**Register map, names as in the netlist**

Bar = 20 um. Other sequential cells in the stronger gray, the rest of the logic in the fainter gray.
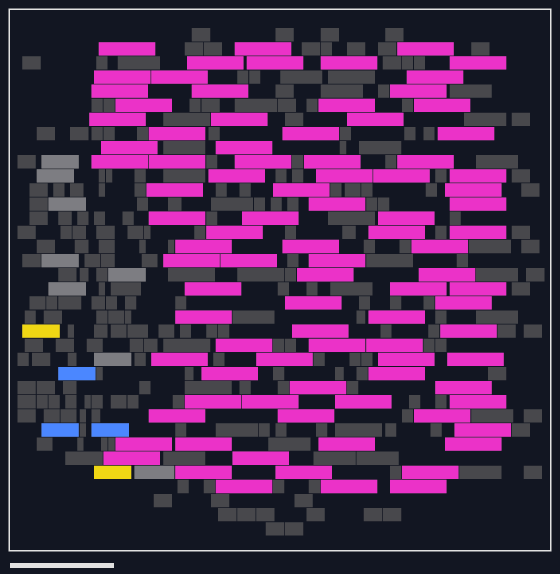
**Layout detail**

Region (6, 58) to (46, 98) um. Cells in gray, sequential cells in the stronger gray; small squares are vias.
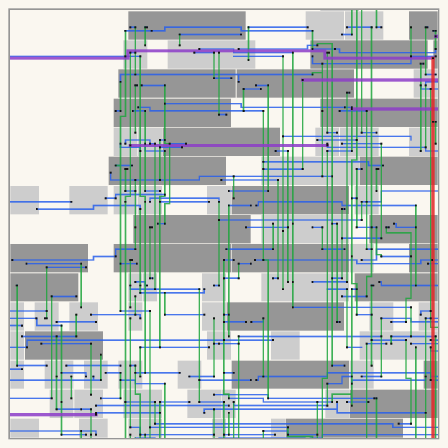
===== config.mk =====
export PLATFORM = sky130hd
export DESIGN_NAME = alu_result_buffer
export DESIGN_NICKNAME = d
export VERILOG_FILES = /design/src/rtl/alu_result_buffer.sv
export SDC_FILE = /design/constraint.sdc
export NUM_CORES = 1
export LEC_CHECK = 0
export CORE_UTILIZATION = 44
export CTS_BUF_LIST = sky130_fd_sc_hd__clkbuf_16
export DETAILED_ROUTE_END_ITERATION = 12
export PLACE_DENSITY = 0.64
export SLEW_MARGIN = 20
export SYNTH_ARGS = -nofsm -noshare
export SYNTH_HDL_FRONTEND = slang
export SYNTH_SLANG_ARGS = --single-unit

===== constraint.sdc =====
create_clock -name clk -period 8.7 [get_ports clk]
set_input_delay 1.74 -clock clk [delete_from_list [all_inputs] [get_ports clk]]
set_output_delay 1.74 -clock clk [all_outputs]
set_load 0.02 [all_outputs]

===== src/rtl/alu_result_buffer.sv =====
// ---------------------------------------------------------------------------
// alu_result_buffer
//   Capture stage behind the single-cycle 16-bit ALU. Each accepted result
//   word, its opcode and its carry/zero/sign flags go into a DEPTH-entry
//   FIFO. The consumer reads them over a valid/ready handshake, and the
//   stage also keeps sticky flag summaries.
//
// Handshake semantics, both sides:
//   A transfer happens on a rising clk edge where valid and ready are both
//   high. The producer holds its payload until that edge. inReady depends
//   only on occupancy and reset, never on outReady, so a full buffer refuses
//   a push even in a cycle that pops. out* is held stable while
//   outValid & !outReady.
//
// Ports
//   clk, rstN            clock; synchronous active-low reset
//   inValid/inReady      ALU-side handshake
//   inOpcode/inResult    entry payload, stored verbatim
//   inCarry/inZero/inSign
//   outValid/outReady    consumer-side handshake
//   out*                 head entry, read from registered storage (no bypass)
//   clearSticky          clears stickyFlags and zeroErr; a same-cycle push
//                        that sets a bit wins
//   stickyFlags          {carry, zero, sign} sticky summary of pushes
//   zeroErr              sticky: a pushed inZero disagreed with inResult==0
//   count                occupied entries
// ---------------------------------------------------------------------------
module alu_result_buffer #(
   parameter int WIDTH = 16,
   parameter int DEPTH = 4
) (
   input  logic                     clk,
   input  logic                     rstN,
   input  logic                     inValid,
   output logic                     inReady,
   input  logic [3:0]               inOpcode,
   input  logic [WIDTH-1:0]         inResult,
   input  logic                     inCarry,
   input  logic                     inZero,
   input  logic                     inSign,
   output logic                     outValid,
   input  logic                     outReady,
   output logic [3:0]               outOpcode,
   output logic [WIDTH-1:0]         outResult,
   output logic                     outCarry,
   output logic                     outZero,
   output logic                     outSign,
   input  logic                     clearSticky,
   output logic [2:0]               stickyFlags,
   output logic                     zeroErr,
   output logic [$clog2(DEPTH):0]   count
);

   localparam int PW = $clog2(DEPTH);
   localparam int CW = PW + 1;
   localparam int EW = WIDTH + 7;
   localparam logic [CW-1:0] DEPTH_C = CW'(DEPTH);

   logic [EW-1:0] mem [DEPTH];
   logic [PW-1:0] wr_ptr;
   logic [PW-1:0] rd_ptr;
   logic          push;
   logic          pop;
   logic [2:0]    sticky_nxt;
   logic          zero_err_nxt;

   assign inReady  = rstN & (count < DEPTH_C);
   assign outValid = (count != '0);
   assign push     = inValid & inReady;
   assign pop      = outValid & outReady;

   // Head entry comes straight from storage. Storage is cleared on reset,
   // so out* reads zero after reset.
   always_comb begin
      {outOpcode, outResult, outCarry, outZero, outSign} = mem[rd_ptr];
   end

   // The clear is applied first and the push sets are ORed in afterwards,
   // so a bit set by a same-cycle push survives clearSticky.
   always_comb begin
      sticky_nxt   = clearSticky ? 3'b000 : stickyFlags;
      zero_err_nxt = clearSticky ? 1'b0 : zeroErr;
      if (push) begin
         // Carry is meaningful only for arithmetic ops (ADD=0, SUB=1).
         if (inOpcode == 4'd0 || inOpcode == 4'd1) begin
            sticky_nxt[2] = sticky_nxt[2] | inCarry;
         end
         sticky_nxt[1] = sticky_nxt[1] | inZero;
         sticky_nxt[0] = sticky_nxt[0] | inSign;
         zero_err_nxt  = zero_err_nxt | (inZero ^ (inResult == '0));
      end
   end

   always_ff @(posedge clk) begin
      if (!rstN) begin
         wr_ptr      <= '0;
         rd_ptr      <= '0;
         count       <= '0;
         stickyFlags <= 3'b000;
         zeroErr     <= 1'b0;
         for (int i = 0; i < DEPTH; i++) begin
            mem[i] <= '0;
         end
      end else begin
         stickyFlags <= sticky_nxt;
         zeroErr     <= zero_err_nxt;
         if (push) begin
            mem[wr_ptr] <= {inOpcode, inResult, inCarry, inZero, inSign};
            // DEPTH is a power of two, so the natural pointer wrap is modulo DEPTH.
            wr_ptr      <= wr_ptr + PW'(1);
         end
         if (pop) begin
            rd_ptr <= rd_ptr + PW'(1);
         end
         // A push needs count < DEPTH and a pop needs count != 0, so count
         // cannot overflow or underflow.
         case ({push, pop})
            2'b10:   count <= count + CW'(1);
            2'b01:   count <= count - CW'(1);
            default: count <= count;
         endcase
      end
   end

endmodule

==> flow_summary.json <==
{
  "htreeDepth": 3,
  "vias_per_cell": 5.09,
  "cts_buffer_depth": 2,
  "gp_congestion": 0.725,
  "layout-drive-gt1-share_pct": 13.8,
  "num_antenna_cells": 0,
  "core-area_um2": 9950,
  "grt_start_max_net_pins": 26,
  "synth.distinct_cells": 31,
  "cp.required_ns": 6.96,
  "regArea_um2": 3020,
  "cts.sinks": 105,
  "cp_top_family": "buffers and inverters",
  "yosys_warnings": 0,
  "worstSetupPathType": "input port to primary output",
  "cts.reportedPaths.clkPinSlew_ns": 0.07,
  "syn_area_um2": 4580,
  "gr-total-overflow": 0,
  "ys_seq_share_pct": 66.0,
  "clk_latency_ns": 0.34,
  "ys_seq_elements": 105,
  "vias": 2491,
  "cp_num_buf_inv": 2,
  "hold_class": "flop to flop",
  "utilization_pct": 55.9,
  "fin_nets": 381,
  "top_area_share_pct": 60.3,
  "grt_usage_pct": 17.6,
  "start_kind": "input port",
  "status": "finished, final reports clean",
  "fp_util_pct": 46.0,
  "ys_top_cells_by_count": "93 x and2_1, 92 x edfxtp_1, 23 x mux4_2",
  "end_kind": "primary output",
  "cp.arrival_ns": 3.36,
  "dp_cells": 473,
  "cts_resized": 0,
  "wl_per_cell_um": 18.0
}
Notes on 'register map, names as in the netlist' above:
yellow -> rd_ptr  # placed flops 2
magenta -> mem  # placed flops 92
blue -> count  # placed flops 3
not colored = 8

Notes on 'layout detail' above:
purple -> met3
red -> met4
blue -> met1
green -> met2
cells with their middle in the window = 69
sequential cells in the window = 22
most frequent = edfxtp_1 (19), and2_1 (18), clkdlybuf4s50_1 (7)
netlist names of flops here include = mem (19), stickyFlags (3)

[area by class of cell]
class                   count  area share, %
clock inverters             7          0.788
inverters                   8          0.585
well taps                 133           2.99
repair buffers             63           11.2
multi-input cells         164           26.0
flip-flops and latches    105           54.4
clock buffers               9           4.05
[through the flow]
stage	setup WS, ns	total power [uW]	cell area [um^2]
6_report	3.60	1390	5560
5_1_grt	3.33	1450	5560
4_1_cts	3.55	1400	5560
3_5_place_dp	3.18	1030	5290
2_1_floorplan	4.52	878	4580
3_3_place_gp	3.32	1030	5290
[worst register-to-register path, delay by kind of cell (launching register included)]
| kind | cells | cell delay, ns |
|---|---|---|
| flip-flops | 1 | 0.37 |
| buffers and inverters | 1 | 0.13 |
| AND/OR/NAND/NOR | 3 | 2.31 |
[layer usage]
metal  vias up  wire length [um]  GRT usage, %
met5         -                 0             0
met1      1249              3960          23.4
li1       1180                 -             -
met3         7               290          3.45
met2        55              4480          29.0
met4         0                93          6.02
[state kept, by name (all words and copies together), names as in the netlist, named ones only]
name and cells:
mem 92, count 3, stickyFlags 3, rd_ptr 2, wr_ptr 2, zeroErr 1
[power by group]
part | switching, uW | internal, uW
registers | 26.8 | 601
clock network | 177 | 194
logic | 186 | 201
total | 390 | 996
[placed cells by master (no fill, tap or decap), types with 3 or more instances in the layout]
cell type	count
inv_1	7
and2_1	93
nand2b_1	3
xor2_1	3
nand2_1	5
dfxtp_1	12
buf_4	4
nor4_1	5
a21boi_0	3
edfxtp_1	92
clkinv_2	3
nor2_1	4
clkbuf_16	9
clkdlybuf4s50_1	59
xnor2_1	4
o21ai_0	3
mux4_2	23
[path summary, 6_finish.rpt]
check,from,endpoint,slack [ns],cells past startpoint
setup / recovery,rstN,inReady,3.60,3
hold / removal,stickyFlags[1],stickyFlags[1],0.50,2
setup reg to reg,count[2],mem[0][14],5.51,4
hold reg to reg,stickyFlags[1],stickyFlags[1],0.50,2
[logic make-up (layout without fill, tap and decap cells)]
family | after synthesis | in the layout | synth area share [%]
multiplexers | 23 | 23 | 11.3
buffers and inverters | 23 | 87 | 2.62
AND-OR/OR-AND | 10 | 10 | 1.39
AND/OR/NAND/NOR | 122 | 122 | 16.7
XOR/XNOR | 7 | 7 | 1.34
adder cells (fa/ha/maj) | 2 | 2 | 0.710
flip-flops | 105 | 105 | 66.0
Power figures rest on the tool's default switching activity, not on a simulated workload.
